==> images/zoom.png <==
Region (96, 52) to (126, 82) um. Cells in gray, sequential cells in the stronger gray; small squares are vias.
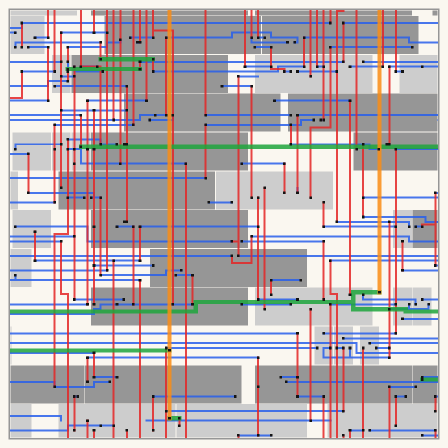
==> images/wire_density.png <==
Scale: 1.5 px per um. The die is cut into 22 by 22 equal tiles; white is low, dark blue is high, scaled to the fullest tile. Values are wire area over tile area, all layers added.
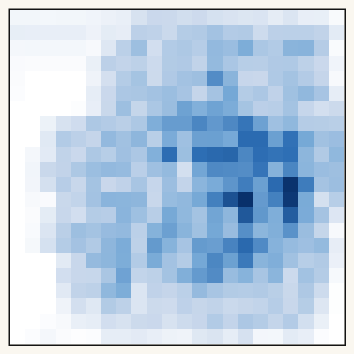
==> images/met4.png <==
Scale: 2 px per um. Supply wires on this layer in gray.
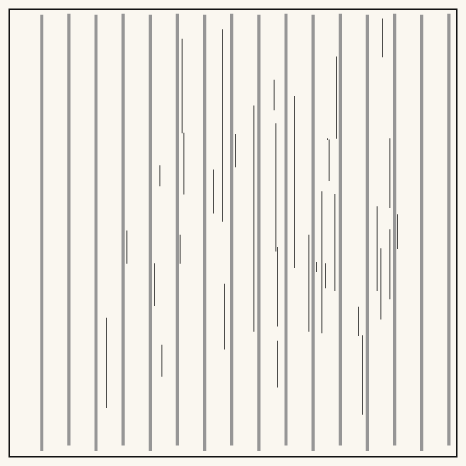
## src/rtl/router_pkt_gen.sv

```systemverilog
// Packet source for the 1x3 router: buffers payload bytes and sends header, payload and parity.
// Optional build macro ROUTER_PKT_GEN_ERRINJ_EN adds inj_err_i to corrupt bit 0 of the parity byte.
module router_pkt_gen #(
    parameter int MAX_LEN = 63
) (
    input  logic       clk_i,
    input  logic       rst_i,
    input  logic       wr_en_i,
    input  logic [7:0] wr_data_i,
    input  logic       start_i,
    input  logic [1:0] dest_addr_i,
    input  logic       busy_i,
`ifdef ROUTER_PKT_GEN_ERRINJ_EN
    input  logic       inj_err_i,
`endif
    output logic [7:0] pkt_data_o,
    output logic       pkt_valid_o,
    output logic       idle_o,
    output logic [5:0] count_o,
    output logic       buf_full_o,
    output logic       done_o,
    output logic       req_err_o
);

    typedef enum logic [1:0] {S_IDLE, S_HEADER, S_PAYLOAD, S_PARITY} state_t;

    state_t     state_q;
    logic [7:0] buf_q [MAX_LEN];
    logic [5:0] count_q;
    logic [5:0] idx_q;
    logic [7:0] parity_q;
    logic [7:0] pkt_data_q;
    logic       pkt_valid_q;
    logic       idle_q;
    logic       buf_full_q;
    logic       done_q;
    logic       req_err_q;

    logic       start_acc_s;
    logic       wr_s;
    logic [5:0] idx_nxt_s;
    logic [7:0] par_out_s;

    function automatic logic [7:0] par_acc(input logic [7:0] acc, input logic [7:0] b);
        return acc ^ b;
    endfunction

`ifdef ROUTER_PKT_GEN_ERRINJ_EN
    logic inj_q;

    // Error-injection request captured with an accepted start.
    always_ff @(posedge clk_i or posedge rst_i) begin
        if (rst_i) begin
            inj_q <= 1'b0;
        end else if (start_acc_s) begin
            inj_q <= inj_err_i;
        end
    end
`endif

    // Start is judged on the pre-write count, so a write coinciding with start is dropped.
    always_comb begin
        start_acc_s = (state_q == S_IDLE) && start_i && (dest_addr_i != 2'd3) && (count_q != 6'd0);
        wr_s        = (state_q == S_IDLE) && wr_en_i && !start_i && !buf_full_q;
        idx_nxt_s   = idx_q + 6'd1;
`ifdef ROUTER_PKT_GEN_ERRINJ_EN
        par_out_s   = parity_q ^ {7'd0, inj_q};
`else
        par_out_s   = parity_q;
`endif
    end

    // Payload storage; contents are don't-care once count clears.
    always_ff @(posedge clk_i) begin
        if (wr_s) begin
            buf_q[count_q] <= wr_data_i;
        end
    end

    // Transmit FSM; parity accumulates only when a new byte is loaded, never on a held byte.
    always_ff @(posedge clk_i or posedge rst_i) begin
        if (rst_i) begin
            state_q     <= S_IDLE;
            count_q     <= 6'd0;
            idx_q       <= 6'd0;
            parity_q    <= 8'd0;
            pkt_data_q  <= 8'd0;
            pkt_valid_q <= 1'b0;
            idle_q      <= 1'b1;
            buf_full_q  <= 1'b0;
            done_q      <= 1'b0;
            req_err_q   <= 1'b0;
        end else begin
            done_q    <= 1'b0;
            req_err_q <= 1'b0;
            case (state_q)
                S_IDLE: begin
                    if (start_acc_s) begin
                        state_q     <= S_HEADER;
                        pkt_data_q  <= {count_q, dest_addr_i};
                        parity_q    <= {count_q, dest_addr_i};
                        pkt_valid_q <= 1'b1;
                        idle_q      <= 1'b0;
                    end else if (start_i) begin
                        req_err_q <= 1'b1;
                    end else if (wr_s) begin
                        count_q    <= count_q + 6'd1;
                        buf_full_q <= ((count_q + 6'd1) == 6'(MAX_LEN));
                    end
                end
                S_HEADER: begin
                    if (!busy_i) begin
                        state_q    <= S_PAYLOAD;
                        idx_q      <= 6'd0;
                        pkt_data_q <= buf_q[6'd0];
                        parity_q   <= par_acc(parity_q, buf_q[6'd0]);
                    end
                end
                S_PAYLOAD: begin
                    if (!busy_i) begin
                        if (idx_q == (count_q - 6'd1)) begin
                            state_q     <= S_PARITY;
                            pkt_valid_q <= 1'b0;
                            pkt_data_q  <= par_out_s;
                        end else begin
                            idx_q      <= idx_nxt_s;
                            pkt_data_q <= buf_q[idx_nxt_s];
                            parity_q   <= par_acc(parity_q, buf_q[idx_nxt_s]);
                        end
                    end
                end
                S_PARITY: begin
                    if (!busy_i) begin
                        state_q    <= S_IDLE;
                        pkt_data_q <= 8'd0;
                        parity_q   <= 8'd0;
                        count_q    <= 6'd0;
                        buf_full_q <= 1'b0;
                        idle_q     <= 1'b1;
                        done_q     <= 1'b1;
                    end
                end
                default: begin
                    state_q     <= S_IDLE;
                    pkt_valid_q <= 1'b0;
                    pkt_data_q  <= 8'd0;
                    idle_q      <= 1'b1;
                end
            endcase
        end
    end

    assign pkt_data_o  = pkt_data_q;
    assign pkt_valid_o = pkt_valid_q;
    assign idle_o      = idle_q;
    assign count_o     = count_q;
    assign buf_full_o  = buf_full_q;
    assign done_o      = done_q;
    assign req_err_o   = req_err_q;

endmodule

```

## config.mk

```make
export PLATFORM = sky130hd
export DESIGN_NAME = router_pkt_gen
export DESIGN_NICKNAME = d
export VERILOG_FILES = /design/src/rtl/router_pkt_gen.sv
export SDC_FILE = /design/constraint.sdc
export NUM_CORES = 1
export LEC_CHECK = 0
export CORE_MARGIN = 2
export CORE_UTILIZATION = 46
export CTS_CLUSTER_SIZE = 28
export DETAILED_ROUTE_END_ITERATION = 16
export DONT_BUFFER_PORTS = 1
export MAX_ROUTING_LAYER = met4
export SLEW_MARGIN = 30
export SYNTH_ARGS = -nofsm -noshare
export SYNTH_HDL_FRONTEND = slang
export SYNTH_SLANG_ARGS = --single-unit
```

## constraint.sdc

```tcl
create_clock -name clk_i -period 3.7 [get_ports clk_i]
set_clock_uncertainty 0.15 [all_clocks]
set_input_delay 0.555 -clock clk_i [delete_from_list [all_inputs] [get_ports clk_i]]
set_output_delay 0.555 -clock clk_i [all_outputs]
set_load 0.005 [all_outputs]
```

==> flow_metrics.py <==
# Synthesis and PnR figures
metrics = {
    "run_status": {
        "status": "completed",
    },
    "pwr": {
        "intPower_w": 0.0123,
        "p_seq_w": 0.00698,
        "switchingPower_w": 0.00553,
        "cellLeakagePower_nw": 8.08,
        "powerDensity_nw_per_um2": 708,
        "ir_worst_vdd_uv": 338,
    },
    "yosys": {
        "most_common_cell": "edfxtp_1",
        "ys_ff": 539,
        "synthCells": 1187,
        "synth_top_flop_cell": "edfxtp_1",
        "yosysTopAreaCellShare": 0.686,
        "yosysWarnings": 0,
        "ys_cells": 1187,
        "ys_area_um2": 22100,
    },
    "sta": {
        "rsz0062_at_grt": "no",
        "setup-violations-final": 0,
        "finalClockPeriodUsage": 0.928,
    },
    "finish": {
        "nets": 1298,
        "final_layout_top_logic_cells": "504 x edfxtp_1, 120 x mux4_2, 82 x buf_4",
        "n_antenna_cell": 0,
        "layout.cells.most_common": "edfxtp_1",
        "stdcell_area_um2": 25200,
    },
    "floorplanning": {
        "io_pins": 34,
        "dieWidth_um": 223,
        "core_um2": 47500,
        "initial_core_util": 0.464,
    },
    "placement": {
        "dp_slack_ns": 0.317,
        "port_buffers": 0,
    },
    "clock_tree": {
        "clkTransAtPathRegs_ns": 0.06,
        "cts_setup_buffers": 0,
        "cts_resized": 0,
        "cts_buffer_depth": 3,
        "ctsHoldBuffers": 13,
    },
    "global_route": {
        "grt_use_met1": 0.328,
        "grt_pass1_vias": 11700,
        "grt_remaining_overflow": 0,
        "met2_usage": 0.320,
    },
    "worst_setup_path": {
        "crit_type": "reg2reg",
        "rrSetupSlack_ns": 0.27,
        "cp_slowest_stage_delay_ns": 0.57,
        "path_buffers": 1,
        "critPathMaxFanout": 37,
        "critPathRequiredTime_ns": 4.03,
    },
    "detailed_routing": {
        "avgViaCountPerCell": 6.05,
        "top_layer_used": "met4",
    },
}
## Picture notes: zoom.png
legend:
  red:
    layer: met2
  blue:
    layer: met1
  orange:
    layer: met4
  green:
    layer: met3
sequential cells in the window: 13
cells with their middle in the window: 34
netlist names of flops here include: buf_q (13)
most frequent: edfxtp_1 (13), nand2_1 (6)

## Picture notes: wire_density.png
densest ninth of the die: middle right
fullest tile: 0.56
emptiest ninth of the die: upper left
tiles over half the peak: 14%
mean over tiles: 0.17

## Picture notes: met4.png
wire length on this layer: 1190 um
share of all routed wire: 2.3%
longest straight run: 113 um
nets with wire on the layer: 16
main direction: vertical

[flip-flops by register name (all words and copies together) (netlist names), 2 cells and up]
| register | flops |
|---|---|
| idx_q | 6 |
| par_out_s | 8 |
| buf_q | 504 |
| state_q | 2 |
| count_o | 6 |
| pkt_data_o | 8 |
[area by class of cell]
class,count,share of cell area
clock inverter,33,0.0106
multi-input combinational,567,0.225
timing repair buffer,101,0.0400
tap,615,0.0306
inverter,10,0.00149
clock buffer,67,0.0565
sequential,539,0.636
[kinds of logic after synthesis]
logic type	Yosys count	share of synthesized area
adder cells (fa/ha/maj)	9	0.00510
AND/OR/NAND/NOR	235	0.0484
AND-OR/OR-AND	138	0.0468
XOR/XNOR	17	0.00709
buffers and inverters	81	0.0193
flip-flops	539	0.726
multiplexers	168	0.147
Power figures rest on the tool's default switching activity, not on a simulated workload.
